==> run_1/gate_families.png <==
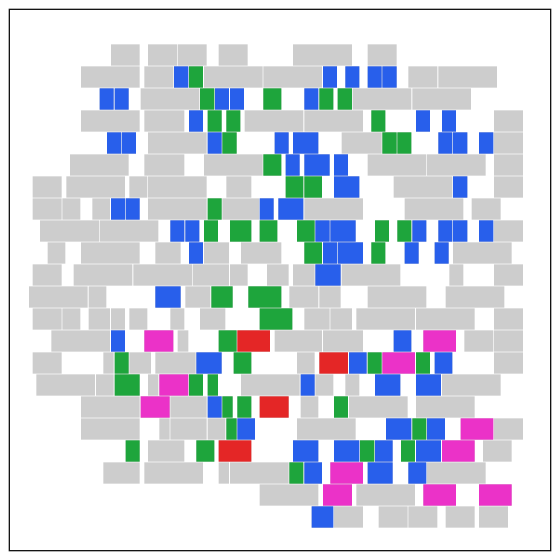
==> run_1/drive_strength.png <==
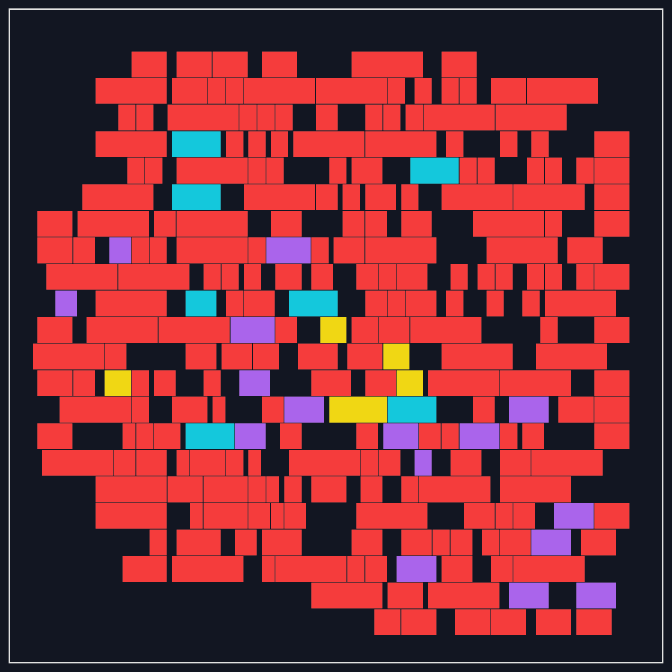
==> run_1/registers.png <==
The bar under the picture is 20 microns long.
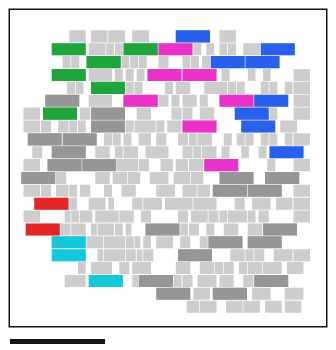
==> run_1/final_congestion.png <==
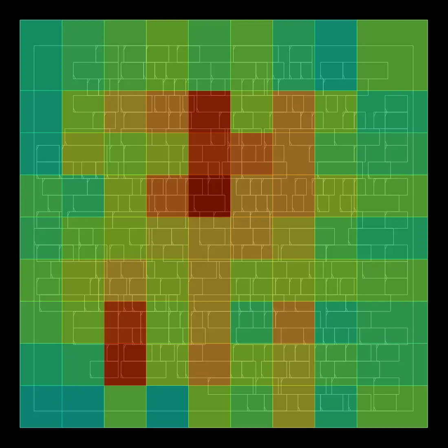
**src/rtl/spi_reg_bridge.sv**
```systemverilog
// spi_reg_bridge: SPI mode-0 peripheral that issues register read/write strobes.
// SPI pins are oversampled in the clk domain; one command byte plus one data byte per frame.
module spi_reg_bridge #(
    parameter int SYNC_STAGES = 2
) (
    input  logic       clk,
    input  logic       rst,
    input  logic       sclk,
    input  logic       cs_n,
    input  logic       mosi,
    output logic       miso,
    output logic       read,
    output logic       write,
    output logic [5:0] addr,
    output logic [7:0] data_write,
    input  logic [7:0] data_read,
    output logic       frame_err
);
    typedef enum logic [1:0] {IDLE, CMD, DATA, DONE} state_t;
    state_t state;
    logic [SYNC_STAGES-1:0] sclk_sync, cs_sync, mosi_sync, vld;
    logic sclk_d, armed, rw;
    logic [2:0] bitcnt;
    logic [6:0] rx_sr;
    logic [7:0] tx_sr;
    logic sclk_s, cs_s, mosi_s, rise, fall;

    assign sclk_s = sclk_sync[SYNC_STAGES-1];
    assign cs_s   = cs_sync[SYNC_STAGES-1];
    assign mosi_s = mosi_sync[SYNC_STAGES-1];
    assign rise   = sclk_s & ~sclk_d;
    assign fall   = ~sclk_s & sclk_d;
    assign miso   = tx_sr[7];

    always_ff @(posedge clk) begin
        if (rst) begin
            sclk_sync  <= '0;
            cs_sync    <= '1;
            mosi_sync  <= '0;
            vld        <= '0;
            sclk_d     <= 1'b0;
            armed      <= 1'b0;
            rw         <= 1'b0;
            state      <= IDLE;
            bitcnt     <= '0;
            rx_sr      <= '0;
            tx_sr      <= '0;
            read       <= 1'b0;
            write      <= 1'b0;
            addr       <= '0;
            data_write <= '0;
            frame_err  <= 1'b0;
        end else begin
            sclk_sync <= {sclk_sync[SYNC_STAGES-2:0], sclk};
            cs_sync   <= {cs_sync[SYNC_STAGES-2:0], cs_n};
            mosi_sync <= {mosi_sync[SYNC_STAGES-2:0], mosi};
            vld       <= {vld[SYNC_STAGES-2:0], 1'b1};
            sclk_d    <= sclk_s;
            read      <= 1'b0;
            write     <= 1'b0;
            frame_err <= 1'b0;
            if (read)
                tx_sr <= data_read;
            if (state != IDLE && cs_s) begin
                state     <= IDLE;
                bitcnt    <= '0;
                tx_sr     <= '0;
                frame_err <= state == DATA || (state == CMD && bitcnt != 3'd0);
            end else if (state == IDLE) begin
                // only a genuinely observed high cs_n (not the reset fill) arms the next frame
                armed <= armed | (cs_s & vld[SYNC_STAGES-1]);
                if (armed && !cs_s) begin
                    state  <= CMD;
                    armed  <= 1'b0;
                    bitcnt <= '0;
                    rx_sr  <= '0;
                end
            end else if (state != DONE && rise) begin
                rx_sr  <= {rx_sr[5:0], mosi_s};
                bitcnt <= bitcnt + 3'd1;
                if (bitcnt == 3'd7 && state == CMD) begin
                    addr  <= {rx_sr[4:0], mosi_s};
                    rw    <= rx_sr[6];
                    read  <= ~rx_sr[6];
                    state <= DATA;
                end else if (bitcnt == 3'd7) begin
                    if (rw)
                        data_write <= {rx_sr, mosi_s};
                    write <= rw;
                    tx_sr <= '0;
                    state <= DONE;
                end
            end else if (state == DATA && fall && bitcnt != 3'd0) begin
                tx_sr <= {tx_sr[6:0], 1'b0};
            end
        end
    end
endmodule

```
**config.mk**
```make
export PLATFORM = sky130hd
export DESIGN_NAME = spi_reg_bridge
export DESIGN_NICKNAME = d
export VERILOG_FILES = /design/src/rtl/spi_reg_bridge.sv
export SDC_FILE = /design/constraint.sdc
export NUM_CORES = 1
export LEC_CHECK = 0
export CAP_MARGIN = 15
export CORE_MARGIN = 2
export CORE_UTILIZATION = 55
export CTS_BUF_LIST = sky130_fd_sc_hd__clkbuf_2 sky130_fd_sc_hd__clkbuf_4 sky130_fd_sc_hd__clkbuf_8
export CTS_CLUSTER_SIZE = 8
export DETAILED_ROUTE_END_ITERATION = 8
export PLACE_DENSITY = 0.83
export SETUP_SLACK_MARGIN = 0.15
export SKIP_LAST_GASP = 1
export SYNTH_ARGS = -nofsm -noshare
export SYNTH_HDL_FRONTEND = slang
export SYNTH_SLANG_ARGS = --single-unit
```
**constraint.sdc**
```tcl
create_clock -name clk -period 2.3 [get_ports clk]
set_input_delay 0.345 -clock clk [delete_from_list [all_inputs] [get_ports clk]]
set_output_delay 0.345 -clock clk [all_outputs]
set_load 0.01 [all_outputs]
```
==> Changelog: implementation, run 1 <==
### Physical design

* Hold Buf Count CTS at 0
* Chip width at 66.8 microns
* Number of global-route vias before repair at 1550
* Final estimated routing congestion in global placement at 0.795
* Worst setup EP type: output port
* WL final at 4230 microns
* DR pass1 iterations at 4
* Ys cells at 229
* Synth cell types at 47
* Post-Syn Instances at 229
* Ys async rst share at 0%
* Log Warnings at 28
* Initial Util at 58.3%
* Dpl ws at 561 ps
* Largest net degree at the start of global routing at 32
* Hold Crit Class: flip-flop to flip-flop
* Core ar. at 3720 sq um
* CP peak stage delay at 610 ps
* Synth Cell Area at 2170 sq um
* Pwr/cell area at 565 nW/um^2
* CTS Sinks at 48
* Top area cell types: dfxtp_1 44%, nand3_1 6.0%, a21oi_1 5.8%
* Initial DRC count at 127
* H-Tree Depth at 2
* Reg2Reg Launch Point: bitcnt[0]$_SDFFE_PP0P_
* DR WL/cell at 14.2 microns
* Post-synth seq share at 44.3%
* MaxCap Viol Count at 0
* Met2 Usage GRT at 32.9%
* Top-area cell type share of the netlist area at 44.3%
* FP Rows at 22
* Clock buffer depth at 2
* Late-Pin Clk Latency at 300 ps
* Crit share post-route at 78.9%
* Via Count at 1798
* VDD IR-drop max at 356 uV
* Final Skew at 10.6 ps
* Grt ovf at 0
* Status: completed
* Pins Over Slew Limit at 0
* Number of port buffers at 30
* Buffer count from post-CTS setup fixing at 0
* Critical Path AT at 1470 ps
* Clk pin slew, worst setup/hold paths at 90 ps
* Fin. Hold Viols at 0
* R2R setup slack at 540 ps
* N_diodes at 0
* Slew HR at 60.4%
* Clk root buf: clkbuf_8
* Worst Path Buf+Inv at 1
* Cell count of the worst reg-to-reg path at 5
* Cts repair resizes at 0
* First-pass GRT wire length at 7010 microns
* Main flop type: dfxtp_1
* Req. time, crit path at 1960 ps
* DRC at 0
* Actual slew at the worst max-slew pin at 592 ps
* I/O pins at 31
* Die ar. at 4460 sq um
* FILL cells at 308
* Mapped Avg Cell Area at 9.46 sq um
* Mapped Nets at 246
* RR Endpoint: tx_sr[3]$_SDFF_PP0_
Notes on gate_families.png above:
color	family	cells
blue	inverting AOI/OAI gates	65
green	NAND gates	44
magenta	multiplexers	11
red	AND-OR and OR-AND gates	4
Comb area share: 42.4%
post-route insts no fill: 298
most instantiated logic cell after routing: dfxtp_1

Notes on drive_strength.png above:
color	size	cells	share
yellow	drive 3 to 4	5	2.0%
red	drive 1 or less	222	89%
purple	drive 2	16	6.4%
cyan	drive 6 and up	7	2.8%
Non-Clock Buffer Count: 34
setup ws final: 485 ps
synth-to-layout area growth: 16.9%

Notes on registers.png above:
color	netlist name	placed flops
blue	data_write	8
green	addr	6
red	vld	2
magenta	rx_sr	7
cyan	bitcnt	3
Core Util, Final: 68.1%
Flop area: 961 sq um
Seq area share: 37.9%
Seq. pwr: 0.000849 W

Notes on final_congestion.png above:
GR Util All Layers: 20.6%
met1 Track Usage GR: 27.2%

## run 1: layout make-up
class	instances	share of cell area [%]
Multi-Input combinational cell	157	42.4
Sequential cell	48	37.9
Timing Repair Buffer	34	13.0
Clock buffer	6	3.26
Tap cell	48	2.37
Clock inverter	2	0.543
Inverter	3	0.445
## run 1: metal layers
layer	part of all wire [%]	vias up	routed length (microns)
met5	0	-	0
met1	47	831	2000
li1	-	902	-
met3	6.1	7	256
met2	45	58	1910
met4	1.4	0	61
## run 1: cell families after synthesis
family	after synthesis	synth area share (%)
multiplexers	11	5.49
buffers and inverters	24	6.12
XOR/XNOR	1	0.404
AND-OR/OR-AND	69	20.3
adder cells (fa/ha/maj)	4	2.31
AND/OR/NAND/NOR	72	21.0
flip-flops	48	44.3
## run 1: worst max-delay path by stage
stage / startpoint / endpoint / slack, ps / depth (start not counted)
after floorplan: bitcnt[0]$_SDFFE_PP0P_ / tx_sr[7]$_SDFF_PP0_ / 780 / 5
after global placement: bitcnt[0]$_SDFFE_PP0P_ / tx_sr[6]$_SDFF_PP0_ / 630 / 5
after global routing: read$_SDFF_PP0_ / read / 390 / 1
final: read$_SDFF_PP0_ / read / 490 / 1
after detailed placement: bitcnt[0]$_SDFFE_PP0P_ / tx_sr[3]$_SDFF_PP0_ / 560 / 5
after CTS: read$_SDFF_PP0_ / read / 450 / 1
## run 1: through the flow
stage	instances	hold slack [ps]	instance area (sq um)
6_report	298	413	2530
5_1_grt	298	442	2530
4_1_cts	298	417	2530
3_5_place_dp	290	397	2440
3_3_place_gp	290	391	2440
2_1_floorplan	229	389	2170
## run 1: worst register-to-register path: stages (launching register included)
cell and delay (ps):
dfxtp_1 380, ha_1 190, ha_1 260, nand2_1 80
a221o_1 460, a311oi_1 300
## run 1: registers in the layout, indices dropped and copies added (netlist names)
register	flops
state	2
sclk_d	1
armed	1
addr	6
frame_err	1
vld	2
bitcnt	3
cs_sync	2
rx_sr	7
data_write	8
rw	1
tx_sr	8
mosi_sync	2
read	1
write	1
sclk_sync	2
## run 1: cells in the final DEF (no fill, tap or decap), types with 2 or more instances in the layout
| master | instances |
|---|---|
| mux2_2 | 7 |
| a31oi_1 | 7 |
| a21oi_1 | 25 |
| a311oi_1 | 7 |
| nand3b_1 | 2 |
| clkdlybuf4s50_1 | 30 |
| inv_1 | 2 |
| nand2b_1 | 3 |
| clkbuf_8 | 6 |
| nand2_1 | 3 |
| nor2_1 | 2 |
| nor3_1 | 3 |
| buf_4 | 4 |
| nand3_1 | 26 |
| dfxtp_1 | 48 |
| nand4bb_1 | 2 |
| and3b_1 | 2 |
| or2_2 | 2 |
| a32oi_1 | 7 |
| ha_1 | 4 |
| mux2i_1 | 4 |
| nor2b_1 | 9 |
| o21ai_0 | 15 |
| nand4_1 | 7 |
| nor3b_2 | 2 |
## run 1: power breakdown
group          internal, W  switching (W)
registers         0.000839     0.00000970
logic            0.0000310      0.0000258
clock network     0.000246       0.000280
==> run_1/metal_stack.png <==
Two of the layers only.
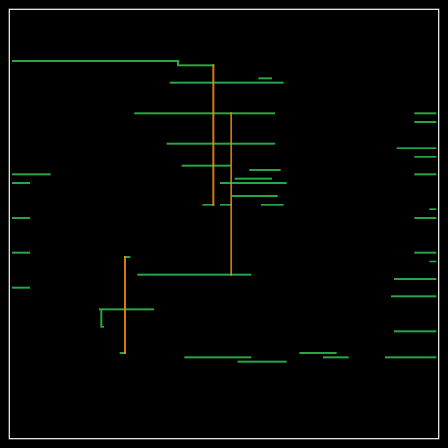

## Run 2: what changed since run 1
--- a/config.mk
+++ b/config.mk
@@ -7,11 +7,11 @@
 export LEC_CHECK = 0
 export CAP_MARGIN = 15
 export CORE_MARGIN = 2
-export CORE_UTILIZATION = 55
+export CORE_UTILIZATION = 50
 export CTS_BUF_LIST = sky130_fd_sc_hd__clkbuf_2 sky130_fd_sc_hd__clkbuf_4 sky130_fd_sc_hd__clkbuf_8
 export CTS_CLUSTER_SIZE = 8
 export DETAILED_ROUTE_END_ITERATION = 8
-export PLACE_DENSITY = 0.83
+export PLACE_DENSITY = 0.8
 export SETUP_SLACK_MARGIN = 0.15
 export SKIP_LAST_GASP = 1
 export SYNTH_ARGS = -nofsm -noshare
==> constraint.sdc (replaced) <==
create_clock -name clk -period 1.6 [get_ports clk]
set_input_delay 0.24 -clock clk [delete_from_list [all_inputs] [get_ports clk]]
set_output_delay 0.24 -clock clk [all_outputs]
set_load 0.01 [all_outputs]
==> run_2/metal_stack.png <==
Two of the layers only.
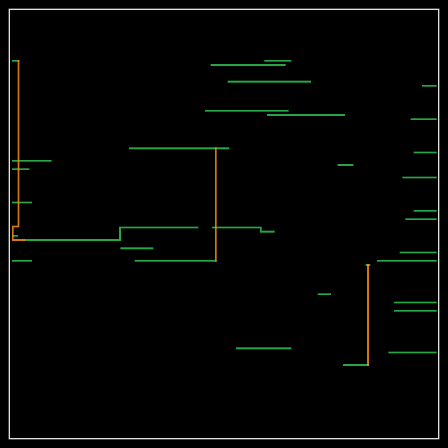
color	layer	wire length
orange	met4	66.7 microns
green	met3	223 microns
GR Util All Layers: 19.8%
DR WL/cell: 15.8 microns
WL final: 4990 microns

==> run_2/gate_families.png <==
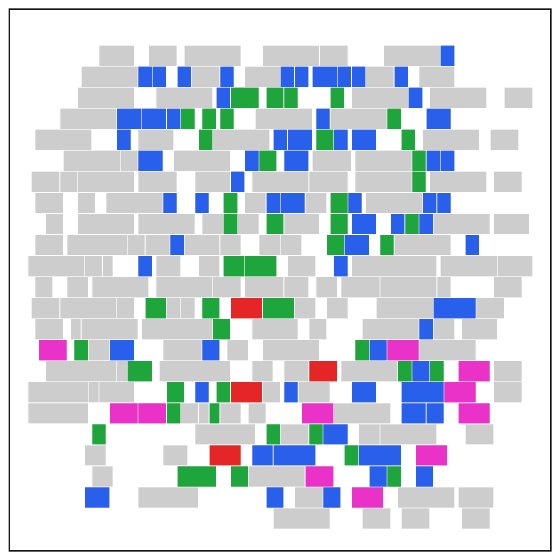
Comb area share: 41.7%
post-route insts no fill: 316

==> run_2/registers.png <==
The bar under the picture is 20 microns long.
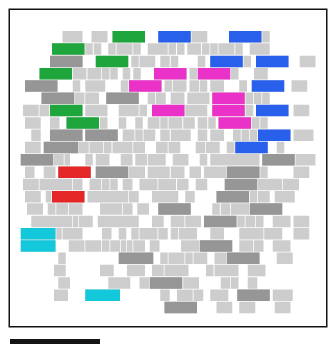
color	netlist name	placed flops
blue	data_write	8
magenta	rx_sr	7
green	addr	6
red	vld	2
cyan	bitcnt	3
not colored	22
Core Util, Final: 69.2%
Seq. pwr: 0.00122 W
Seq area share: 34.2%

==> run 2 against run 1 <==
Effect of this change:
- hold slack improved by 9.3 ps
- largest power group unchanged
- via count rose by 5.9%
- worst setup slack got worse by 470 ps
- register-to-register slack got worse by 520 ps
- critical path type is now flip-flop to flip-flop
- wire length rose by 18%
- core utilization rose by 1.0 points
- die area rose by 9.4%
- count of clock-buffer cells in the layout did not move
- clock skew fell by 3.5 ps
- combinational power rose by 74%
- synthesized cell count did not move
==> Changelog: implementation, run 2 <==
### Physical design

* Status: completed
* Pins Over Slew Limit at 0 (unchanged)
* Final Skew at 7.04 ps (-3.52 ps)
* Actual slew at the worst max-slew pin at 445 ps (-148 ps)
* CTS Sinks at 48 (unchanged)
* RSZ-0062 raised after global routing: true
* Dpl ws at -44.4 ps (-606 ps)
* Die y size at 69.8 microns
* Initial Util at 53.0% (-5.3 points)
* Clk pin slew, worst setup/hold paths at 90 ps (about the same)
* Fin nets at 282
* Worst setup EP type: flip-flop
* Placed Area at 2530 sq um (+3.8%)
* Final estimated routing congestion in global placement at 0.841 (+5.8%)
* Crit share post-route at 98.8%
* Slew HR at 70.2% (+9.8 points)
* Worst Setup Path Type: flip-flop to flip-flop
* Adder Area Share at 2.31% (unchanged)
* Chip width at 69.8 microns (+4.6%)
* N_diodes at 0 (unchanged)
* DR pass1 iterations at 4 (unchanged)
* Hold Buf Count CTS at 0 (unchanged)
* Post-synth seq share at 44.3% (unchanged)
* Setup crit start kind: flip-flop
* Setup TNS at 0 ps
* Top-area cell type share of the netlist area at 44.3% (unchanged)
* Final instance area at 2830 sq um (+12%)
* Pwr/cell area at 792 nW/um^2 (+40%)
* Top area cell types: dfxtp_1 44%, nand3_1 6.0%, a21oi_1 5.8%
* Critical Path AT at 1790 ps (+320 ps)
* Hold Crit Class: flip-flop to flip-flop
* Clk root buf: clkbuf_8
* Synth-to-layout area growth at 30.4%
* MaxCap Viol Count at 0 (unchanged)
* Synth Cell Area at 2170 sq um (unchanged)
* VDD IR-drop max at 747 uV (+110%)
* Synth cell count leaders: 48 x dfxtp_1, 26 x nand3_1, 25 x a21oi_1
* Fin. Hold Viols at 0 (unchanged)
* Tot Pwr at 0.00224 W
* Most instantiated logic cell after routing: dfxtp_1
* Aoi share at 20.3% (unchanged)
* DRT antenna net count at 0
* Detailed placement HPWL at 2970 microns
* Critical path fanouts, max at 8
* I/O pins at 31 (unchanged)
* Area leader, netlist: dfxtp_1
* Setup ws final at 19.7 ps (-465 ps)
* Initial antenna violation count at 0
* Clock buffer depth at 2 (unchanged)
* Main flop type: dfxtp_1
* DRC at 0 (unchanged)
* Late-Pin Clk Latency at 300 ps (about the same)
* Fmax at 633 MHz
* Yosys warns at 0
* Initial DRC count at 230 (+81%)
* Clock buffer count from CTS at 5
* FP Rows at 23 (+4.5%)
* Via Count at 1904 (+5.9%)
* TritonCTS clock tree: done
* Leakage at 1.08 nW
* Xor/xnor share at 0.404% (unchanged)
* First-pass GRT wire length at 7950 microns (+13%)
* Mux area share at 5.48% (unchanged)
* Post-synth tally of flip-flops with integrated enable at 0
* Most instantiated logic cells after routing: 43 x dfxtp_1, 25 x nand3_1, 22 x a21oi_1, 22 x clkdlybuf4s50_1, 17 x buf_4
* Number of port buffers at 30 (unchanged)
* Mapped Nets at 246 (unchanged)
* Yosys simple share at 21.0% (unchanged)
* Via/cell ratio at 6.03
* Grt ovf at 0 (unchanged)
* Number of global-route vias before repair at 1709 (+10%)
* Ys cells at 229 (unchanged)
* Synth cell types at 47 (unchanged)
* Largest net degree at the start of global routing at 35 (+9.4%)
* Mapped Avg Cell Area at 9.46 sq um (unchanged)
* Yosys top cell by instances: dfxtp_1
* Req. time, crit path at 1810 ps (-150 ps)
* Log Warnings at 30 (+7.1%)
* Share of layout cells above drive strength 1 at 25.2%
* Dpl cells at 300 (+3.4%)
* Die ar. at 4880 sq um (+9.4%)
* Tmin final at 1580 ps
* Post-Syn Instances at 229 (unchanged)
* Chip Area, Yosys at 2170 sq um
* Top non-seq family: simple AND/OR/NAND/NOR gates
* Ys async rst share at 0% (unchanged)
* Final count of negative-setup-slack endpoints at 0
* R2R setup slack at 20 ps (-520 ps)
* H-Tree Depth at 2 (unchanged)
* Ys flops at 48
* Top Registers: data_write (8), tx_sr (8), rx_sr (7)
* Core ar. at 4090 sq um (+10%)
## run 2: logic make-up (layout without fill, tap and decap cells)
logic type                 after synthesis  after routing
and+or+nand+nor                         72             72
AOI/OAI and AO/OA                       69             69
DFF                                     48             48
buffers and inverters                   24             61
muxes                                   11             11
adders and majority gates                4              4
xor gates and xnor gates                 1              1
## run 2: power by group
group | leakage, nW | total [W] | internal (W) | switching [W]
clock network | 0.0614 | 0.000923 | 0.000511 | 0.000412
registers | 0.391 | 0.00122 | 0.00121 | 0.0000110
logic | 0.632 | 0.0000987 | 0.0000511 | 0.0000476
## run 2: layer usage
metal / routed length, microns / GRT usage [%] / vias to the layer above
met1: 2260 / 26.3 / 916
li1: - / - / 937
met2: 2430 / 32.1 / 44
met5: 0 / 0 / -
met3: 222 / 3.78 / 7
met4: 66 / 7.05 / 0
## run 2: area by class of cell
cell class                 instances  area (sq um)
inverter                           3          11.3
fill                             314          1260
clock buffer                       6          82.6
sequential                        48           967
timing repair buffer              50           487
multi-input combinational        157          1180
tap                               50          62.6
clock inverter                     2          38.8
## run 2: per-stage QoR
stage / utilization [%] / hold WS (ps)
2_1_floorplan: - / 344
4_1_cts: 66.9 / 429
3_5_place_dp: 61.9 / 407
5_1_grt: 69.2 / 431
6_report: 69.2 / 422
3_3_place_gp: 61.9 / 393
## run 2: final timing paths
check | start | endpoint | cells past startpoint
setup reg to reg | bitcnt[0]$_SDFFE_PP0P_ | tx_sr[7]$_SDFF_PP0_ | 5
hold reg to reg | cs_sync[0]$_SDFF_PP1_ | cs_sync[1]$_SDFF_PP1_ | 1
hold / removal | cs_sync[0]$_SDFF_PP1_ | cs_sync[1]$_SDFF_PP1_ | 1
setup / recovery | bitcnt[0]$_SDFFE_PP0P_ | tx_sr[7]$_SDFF_PP0_ | 5
## run 2: worst max-delay path: stages (launching register included)
cell and delay, ps:
dfxtp_2 360, ha_4 160, ha_4 150, nand2_2 50
a221o_2 440, a311oi_2 320
## run 2: repair_timing
item / CTS / global route
buffers inserted: 6 / 1
pin swaps: 8 / 12
cloned: 0 / 1
endpoints found under the hold margin: 0 / 0
gates resized: 11 / 28
setup endpoints to repair: 18 / 36
No activity file was given, so power comes from the tool's default toggle rates.
